**src/rtl/f2_vector_sequencer.sv**
```systemverilog
// Stimulus/capture sequencer for the 4-input f2 block: walks all 16 vectors,
// samples f2 after a settle time, and grades the captured truth table.
module f2_vector_sequencer #(
  parameter int          SETTLE_CYCLES = 2,
  parameter logic [15:0] EXPECTED      = 16'hE8C0
) (
  input  logic        clk,
  input  logic        rst_n,
  input  logic        start,
  output logic        a,
  output logic        b,
  output logic        c,
  output logic        d,
  input  logic        f2,
  output logic        busy,
  output logic        done,
  output logic        pass,
  output logic [15:0] table_q,
  output logic [4:0]  err_count,
  output logic [3:0]  first_err_idx,
  output logic        first_err_valid
);

  localparam int CNT_W = (SETTLE_CYCLES > 1) ? $clog2(SETTLE_CYCLES) : 1;
  localparam logic [CNT_W-1:0] CNT_LAST = CNT_W'(SETTLE_CYCLES - 1);
  localparam logic [15:0] EXPECTED_TABLE = EXPECTED;

  typedef enum logic [1:0] {
    IDLE   = 2'd0,
    DRIVE  = 2'd1,
    SAMPLE = 2'd2,
    DONE   = 2'd3
  } state_t;

  state_t           state_r;
  logic [3:0]       idx_r;
  logic [CNT_W-1:0] cnt_r;
  logic [3:0]       vec_r;
  logic             busy_r;
  logic             done_r;
  logic             pass_r;
  logic [15:0]      table_r;
  logic [4:0]       err_count_r;
  logic [3:0]       first_err_idx_r;
  logic             first_err_valid_r;
  logic             mismatch_s;

  assign mismatch_s = (f2 != EXPECTED_TABLE[idx_r]);

  assign {a, b, c, d}    = vec_r;
  assign busy            = busy_r;
  assign done            = done_r;
  assign pass            = pass_r;
  assign table_q         = table_r;
  assign err_count       = err_count_r;
  assign first_err_idx   = first_err_idx_r;
  assign first_err_valid = first_err_valid_r;

  // Sequencer FSM with all outputs registered.
  always_ff @(posedge clk or negedge rst_n) begin
    if (!rst_n) begin
      state_r           <= IDLE;
      idx_r             <= 4'd0;
      cnt_r             <= '0;
      vec_r             <= 4'd0;
      busy_r            <= 1'b0;
      done_r            <= 1'b0;
      pass_r            <= 1'b0;
      table_r           <= 16'd0;
      err_count_r       <= 5'd0;
      first_err_idx_r   <= 4'd0;
      first_err_valid_r <= 1'b0;
    end else begin
      case (state_r)
        IDLE, DONE: begin
          if (start) begin
            state_r           <= DRIVE;
            idx_r             <= 4'd0;
            cnt_r             <= '0;
            vec_r             <= 4'd0;
            busy_r            <= 1'b1;
            done_r            <= 1'b0;
            pass_r            <= 1'b0;
            table_r           <= 16'd0;
            err_count_r       <= 5'd0;
            first_err_idx_r   <= 4'd0;
            first_err_valid_r <= 1'b0;
          end else begin
            state_r <= state_r;
          end
        end
        DRIVE: begin
          if (cnt_r == CNT_LAST) begin
            state_r <= SAMPLE;
            cnt_r   <= '0;
          end else begin
            cnt_r <= cnt_r + CNT_W'(1);
          end
        end
        SAMPLE: begin
          table_r[idx_r] <= f2;
          if (mismatch_s) begin
            err_count_r <= err_count_r + 5'd1;
            if (!first_err_valid_r) begin
              first_err_idx_r   <= idx_r;
              first_err_valid_r <= 1'b1;
            end else begin
              first_err_valid_r <= 1'b1;
            end
          end else begin
            err_count_r <= err_count_r;
          end
          // Vector 15 is terminal; the final mismatch must be folded into pass.
          if (idx_r == 4'd15) begin
            state_r <= DONE;
            busy_r  <= 1'b0;
            done_r  <= 1'b1;
            pass_r  <= (err_count_r == 5'd0) && !mismatch_s;
          end else begin
            state_r <= DRIVE;
            idx_r   <= idx_r + 4'd1;
            vec_r   <= idx_r + 4'd1;
          end
        end
        default: begin
          state_r <= IDLE;
          busy_r  <= 1'b0;
          done_r  <= 1'b0;
        end
      endcase
    end
  end

endmodule
```
**config.mk**
```make
export PLATFORM = sky130hd
export DESIGN_NAME = f2_vector_sequencer
export DESIGN_NICKNAME = d
export VERILOG_FILES = /design/src/rtl/f2_vector_sequencer.sv
export SDC_FILE = /design/constraint.sdc
export NUM_CORES = 1
export LEC_CHECK = 0
export CAP_MARGIN = 10
export CORE_UTILIZATION = 28
export DETAILED_ROUTE_END_ITERATION = 10
export PLACE_DENSITY_LB_ADDON = 0.12
export SLEW_MARGIN = 20
export SYNTH_ARGS = -nofsm -noshare
export SYNTH_HDL_FRONTEND = slang
export SYNTH_SLANG_ARGS = --single-unit
```
**constraint.sdc**
```tcl
create_clock -name clk -period 4.3 [get_ports clk]
set_clock_uncertainty 0.2 [all_clocks]
set_input_delay 1.075 -clock clk [delete_from_list [all_inputs] [get_ports clk]]
set_output_delay 1.075 -clock clk [all_outputs]
set_load 0.03 [all_outputs]
```
==> deck_impl_summary.md <==
Run Summary

Clock tree
  • Clock slew seen by the registers of the worst setup and hold paths: 0.07 ns
  • Hold bufs inserted after CTS: 0
  • Worst skew pair latency: 0.28 ns

Final layout
  • Ant diodes: 0
  • Combinational gate area: 997 um2
  • Seq cells: 36
  • Most common logic cells in the final layout: 36 x dfrtp_1, 35 x clkdlybuf4s50_1, 31 x nand2_1
  • Clkbuf count: 8

Critical path
  • Crit-path cells: clkdlybuf4s50_1
  • Crit path DRT: 3.02 ns
  • Register-to-register setup slack: 1.65 ns
  • Crit path depth: 1
  • Top delay family on crit path: buffers and inverters
  • RR Endpoint: table_q[2]

Synthesis
  • Simple Share, Synth: 22.2%
  • Cells after synthesis: 213
  • Post-synth area hogs: dfrtp_1 45%, nand2_1 5.8%, ha_1 5.7%
  • Post-Synthesis Cell Area: 0.00199 mm2
  • Syn Area/Cell: 9.34 um2
  • Netlist cell types: 38

Job
  • Tool warning count: 32
  • Max Cap Viol: 0

Run status
  • Run status: complete, no violations

Global routing
  • Largest net degree at the start of global routing: 37
  • Number of global-route vias before repair: 1637
  • GR Util All Layers: 14.2%
  • Initial antenna violation count: 0

Floorplanning
  • Tap Count: 96
  • Initial Util: 29.1%
  • # rows: 30

STA
  • TNS Setup: 0 ns
  • Relative slew slack: 31.3%
  • Max Slew Vio Count: 0

Route
  • Antenna Violating Nets Remaining: 0
  • Met1 Wirelength: 2.57 mm
synthesized netlist by cell type, drive strengths merged:
library cell and count:
a2111oi 1, a211o 2, a211oi 1, a21boi 1
a21o 2, a21oi 8, a22o 1, a31oi 1
a32o 1, and3 4, buf 3, clkbuf 9
dfrtp 36, ha 9, inv 8, mux2i 3
nand2 31, nand2b 3, nand3 18, nand3b 2
nand4 9, nor2 11, nor2b 4, nor3 1
nor3b 2, nor4b 2, o211a 1, o211ai 14
o21ai 17, o221ai 1, o31ai 4, or3 1
xor2 2
registers in the layout, summed over array words and instances (netlist names):
name	count
table_q	16
err_count	5
first_err_idx	4
vec_r	4
state_r	2
busy	1
cnt_r	1
done	1
first_err_valid	1
pass	1
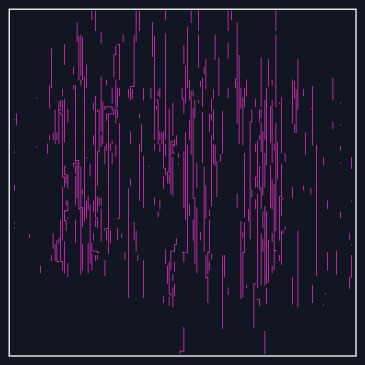
m2.png
Drawn at 4 px/um.
The wires run mostly vertical. The layer holds 44% of the routed length.

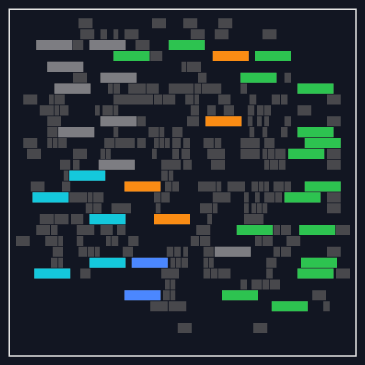
ff_map.png
Drawn at 4 px/um. Other sequential cells in the stronger gray, the rest of the logic in the fainter gray.
table_q: marked green, sequential cells 16. state_r: marked blue, sequential cells 2. err_count: marked cyan, sequential cells 5, where middle left. vec_r: marked orange, sequential cells 4.

